Placed cells, one colour a class:
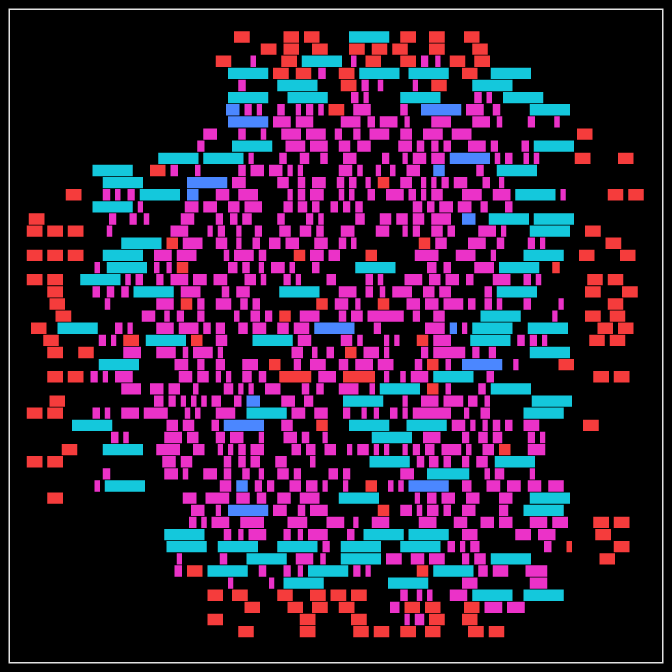
Gate-type map:
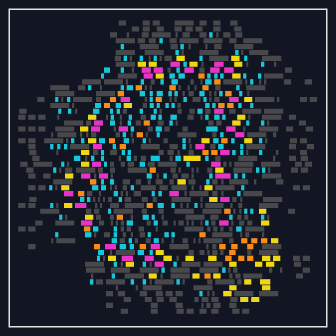
Register map, names as in the netlist:
Other sequential cells in the stronger grey, the rest of the logic in the fainter grey.
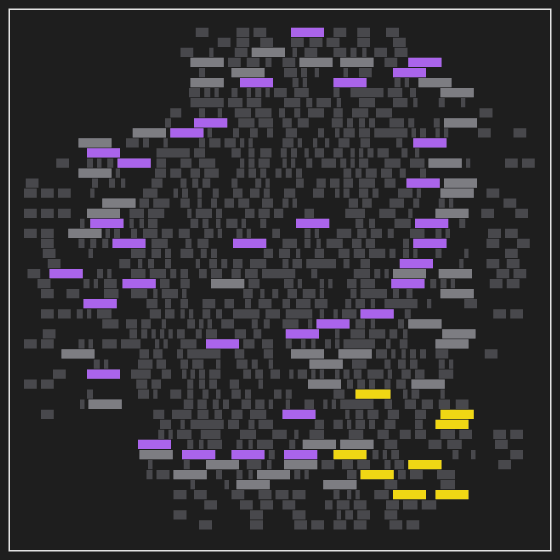
Clock distribution:
The bar under the picture is 50 um long.
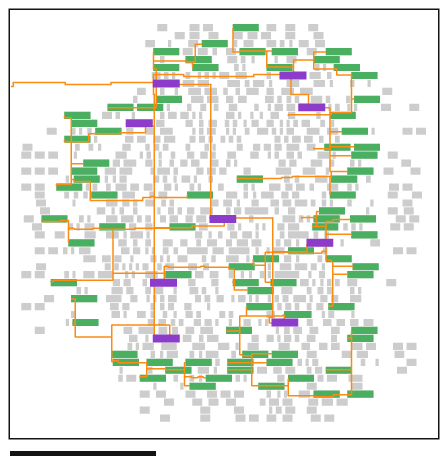
<file path="config.mk">
export PLATFORM = sky130hd
export DESIGN_NAME = psum_accum
export DESIGN_NICKNAME = d
export VERILOG_FILES = /design/src/rtl/psum_accum.sv
export SDC_FILE = /design/constraint.sdc
export NUM_CORES = 1
export LEC_CHECK = 0
export CAP_MARGIN = 20
export CELL_PAD_IN_SITES_DETAIL_PLACEMENT = 1
export CELL_PAD_IN_SITES_GLOBAL_PLACEMENT = 1
export CORE_MARGIN = 3
export CORE_UTILIZATION = 30
export CTS_CLUSTER_DIAMETER = 60
export DETAILED_ROUTE_END_ITERATION = 7
export PLACE_DENSITY = 0.77
export RECOVER_POWER = 50
export SLEW_MARGIN = 20
export SYNTH_ARGS = -nofsm -noshare
export SYNTH_HDL_FRONTEND = slang
export SYNTH_SLANG_ARGS = --single-unit
</file>
<file path="constraint.sdc">
create_clock -name clk -period 4.78 [get_ports clk]
set_clock_uncertainty 0.15 [all_clocks]
set_input_delay 0.478 -clock clk [delete_from_list [all_inputs] [get_ports clk]]
set_output_delay 0.478 -clock clk [all_outputs]
set_load 0.02 [all_outputs]
</file>
<file path="src/rtl/psum_accum.sv">
// -----------------------------------------------------------------------------
// psum_accum
//
// Partial-sum accumulator for the convolution datapath. Sums a per-window
// number of signed terms on top of a bias, saturating at every addition, and
// optionally clamps a negative result to zero (ReLU). The finished result is
// handed downstream through a valid/ready handshake. While a result is held,
// no new term is accepted.
//
// Ports:
//   clk         rising-edge clock
//   rst_n       asynchronous active-low reset
//   in_valid    in_data carries a term this cycle
//   in_ready    block accepts a term this cycle
//   in_data     signed operand (from the upstream 2:1 mux)
//   cfg_len     terms per window (0 behaves as 1), sampled on the first term
//   cfg_relu    clamp negative results to 0, sampled on the first term
//   bias        signed bias, added once with the first term
//   first_term  next accepted term opens a window (upstream mux select)
//   out_valid   out_data holds a finished result
//   out_ready   downstream takes the result
//   out_data    signed, registered result
// -----------------------------------------------------------------------------
`ifndef INTERNAL_BITS
`define INTERNAL_BITS 32
`endif

module psum_accum #(
  parameter int DATA_W = `INTERNAL_BITS,
  parameter int CNT_W  = 8
) (
  input  logic              clk,
  input  logic              rst_n,
  input  logic              in_valid,
  output logic              in_ready,
  input  logic [DATA_W-1:0] in_data,
  input  logic [CNT_W-1:0]  cfg_len,
  input  logic              cfg_relu,
  input  logic [DATA_W-1:0] bias,
  output logic              first_term,
  output logic              out_valid,
  input  logic              out_ready,
  output logic [DATA_W-1:0] out_data
);

  typedef enum logic {
    ST_ACC = 1'b0,
    ST_OUT = 1'b1
  } state_e;

  localparam logic [DATA_W-1:0] SAT_MAX = {1'b0, {(DATA_W-1){1'b1}}};
  localparam logic [DATA_W-1:0] SAT_MIN = {1'b1, {(DATA_W-1){1'b0}}};
  localparam logic [CNT_W-1:0]  CNT_ONE = CNT_W'(1);

  state_e            state_q, state_d;
  logic [CNT_W-1:0]  cnt_q,   cnt_d;
  logic [CNT_W-1:0]  len_q,   len_d;
  logic              relu_q,  relu_d;
  logic [DATA_W-1:0] acc_q,   acc_d;
  logic [DATA_W-1:0] out_q,   out_d;

  logic              accept;
  logic              is_first;
  logic              is_last;
  logic [DATA_W-1:0] lhs;
  logic [DATA_W:0]   sum_wide;
  logic [DATA_W-1:0] sum_sat;
  logic [CNT_W-1:0]  len_eff;
  logic              relu_eff;
  logic [CNT_W:0]    cnt_inc;

  // ---------------------------------------------------------------------------
  // Datapath: saturating add and window bookkeeping
  // ---------------------------------------------------------------------------
  always_comb begin
    is_first = (cnt_q == '0);
    accept   = in_valid && (state_q == ST_ACC);

    // The first term of a window starts from the bias instead of the
    // running sum, so the bias needs no separate cycle.
    lhs      = is_first ? bias : acc_q;
    sum_wide = {lhs[DATA_W-1], lhs} + {in_data[DATA_W-1], in_data};

    // The two top bits of the widened sum disagree only on overflow; the
    // extra bit carries the true sign and selects the clamp direction.
    if (sum_wide[DATA_W] != sum_wide[DATA_W-1]) begin
      sum_sat = sum_wide[DATA_W] ? SAT_MIN : SAT_MAX;
    end else begin
      sum_sat = sum_wide[DATA_W-1:0];
    end

    // On the first term the live configuration is used directly, since the
    // latched copies only become visible on the next cycle. This lets a
    // one-term window finish on its first accept.
    len_eff  = is_first ? ((cfg_len == '0) ? CNT_ONE : cfg_len) : len_q;
    relu_eff = is_first ? cfg_relu : relu_q;

    cnt_inc  = {1'b0, cnt_q} + (CNT_W+1)'(1);
    is_last  = accept && (cnt_inc == {1'b0, len_eff});
  end

  always_comb begin
    cnt_d  = cnt_q;
    len_d  = len_q;
    relu_d = relu_q;
    acc_d  = acc_q;
    out_d  = out_q;
    if (accept) begin
      acc_d = sum_sat;
      if (is_first) begin
        len_d  = len_eff;
        relu_d = cfg_relu;
      end
      if (is_last) begin
        cnt_d = '0;
        out_d = (relu_eff && sum_sat[DATA_W-1]) ? '0 : sum_sat;
      end else begin
        cnt_d = cnt_inc[CNT_W-1:0];
      end
    end
  end

  always_ff @(posedge clk or negedge rst_n) begin
    if (!rst_n) begin
      cnt_q  <= '0;
      len_q  <= CNT_ONE;
      relu_q <= 1'b0;
      acc_q  <= '0;
      out_q  <= '0;
    end else begin
      cnt_q  <= cnt_d;
      len_q  <= len_d;
      relu_q <= relu_d;
      acc_q  <= acc_d;
      out_q  <= out_d;
    end
  end

  // ---------------------------------------------------------------------------
  // Control FSM: state register
  // ---------------------------------------------------------------------------
  always_ff @(posedge clk or negedge rst_n) begin
    if (!rst_n) begin
      state_q <= ST_ACC;
    end else begin
      state_q <= state_d;
    end
  end

  // ---------------------------------------------------------------------------
  // Control FSM: next state
  // ---------------------------------------------------------------------------
  always_comb begin
    state_d = state_q;
    unique case (state_q)
      ST_ACC: if (is_last)   state_d = ST_OUT;
      ST_OUT: if (out_ready) state_d = ST_ACC;
      default:               state_d = ST_ACC;
    endcase
  end

  // ---------------------------------------------------------------------------
  // Control FSM: output decode
  // ---------------------------------------------------------------------------
  always_comb begin
    in_ready   = (state_q == ST_ACC);
    out_valid  = (state_q == ST_OUT);
    first_term = (state_q == ST_ACC) && is_first;
    out_data   = out_q;
  end

endmodule

</file>
==> summary.txt <==
flow finished, numbers: Max-Cap Viols 1, Worst slew margin -20.02%, WL met3 742 um, Signal buffers 136, gpl congestion 0.8706, number of fill cells 2245, met1 wire length 9387 um, layout overhead on the synthesized area 29.69%, Die ar. 21350 um^2, hold path startpoint acc_q[27]$_DFFE_PN0P_, Seq pwr share 19.4%, Crit-path slowest cell dfrtp_1, Placed Area 7273 um^2, clock network contribution to total cell area 3.652%, FP Util 30.97%, DR top layer met4, Async S/R FF share, synth 100.0%, Final Hold Vio Count 0, Final nets 884, Fin Hold WS 331.4 ps, combinational power share 69.8%, worst hold stages 2, Die X 146.1 um, global-route wire length before repair 30860 um, number of enable flip-flop cells 0, mux share 9.983%, Setup violations, final 0, layer carrying the most global-route usage met2, Top cell by count, worst path a21oi_1, xor/xnor share 5.947%, Leak Pwr 3.395 nW, Clock Sinks 82, met2 wire length 8893 um, failing checks max-capacitance violations, max-slew violations, area reported by Yosys stat 5891 um^2, crit end category register, antenna viol nets, final 0, Port Buffers 111, nature of the critical path startpoint register, Net Sw Power 3.094 mW, worst hold path class reg2reg, Tcrit/Tclk final 95.40%, via count 5322, yosys adder share 7.562%, H-tree depth 3, CTS tree done, CP required 4840 ps, Slew Limit Fails 32, met1 usage 24.85%, CP startpoint cnt_q[0]$_DFFE_PN0P_, flop count 82, Final Routed Wirelength 19370 um, hold buffers post-CTS 1, Levels on crit path 17, critical-path cell list inv_1 > ha_1 > nor4b_4 > nand2_4 > buf_4 > mux2_2 > ha_1 > a21oi_1 > o21ai_0 > a21oi_1 > o21ba_2 > a31o_2 > nor2_1 > mux2i_4 > buf_4 > a21oi_1 > o21ai_0, Cell Area, Synth 5891 um^2, post-synthesis cell type count 65, synthesized instance count 664, Biggest consumer combinational logic, Bufs on Longest Clock Path 2, Non-clock buffer share 17.25%, Simple-Gate Area Share 13.98%, post-DP HPWL 14690 um, Slew @ Worst Pin 1800 ps, cells in synth_stat.txt 664, DR WL/cell 18.68 um, Post-Synth AOI/OAI Area 23.47%, layout cells sized above 1 14.80%, Commonest cells post-synth 104 x nand2_1, 81 x dfrtp_1, 52 x o21ai_1, Reg2Reg Depth 17, Placed Cells incl. Taps 1012, maximum number of pins on one net before global-route repair 63, Pwr per Cell Area 826.6 nW/um^2, status complete, but fails checks, Main synth FF type dfrtp_1, total track usage 17.99%, Comb gates 530, total power 6.315 mW, combinational power 4.41 mW, initial antenna violation count 0, grt total ovfl 0, logic area 3616 um^2, vias in the first global route 5696, count leader, synth nand2_1
Notes on 'placed cells, one colour a class' above:
- remaining buffers and delay cells: red (cells 136; share of their area 18%)
- clock drivers and dummy loads: blue (cells 16; share of their area 3.8%)
- remaining logic cells: magenta (cells 543; share of their area 50%)
- registers: cyan (cells 82; share of their area 28%)
post-route cell area: 7640 um^2
Final Util: 40.17%
area of the core: 19020 um^2
sequential share of cell area: 26.88%
standard-cell rows: 50

Notes on 'gate-type map' above:
- fa/ha/maj cells: magenta (cells 35)
- mux cells: yellow (cells 52)
- aoi and oai cells: cyan (cells 183)
- xor and xnor cells: orange (cells 40)
Comb area share: 47.33%
Top cell excl fill/tap: nand2_1
Finished Layout Cells: 1037

Notes on 'register map, names as in the netlist' above:
- acc_q: purple (flops 32)
- len_q: yellow (flops 8; where south-east)
Power Sequential: 1.23 mW
Reg area: 2053 um^2

Notes on 'clock distribution' above:
- clock-net drivers: purple (count 9)
- clock wires: orange (length 1350 um)
- flip-flops: green (count 82)
- routed clock nets: 10
clock latency on the worst-skew pair: 360 ps
clock network power: 0.681 mW
Clk pwr share: 10.8%

Power and IR drop assume default switching activity.
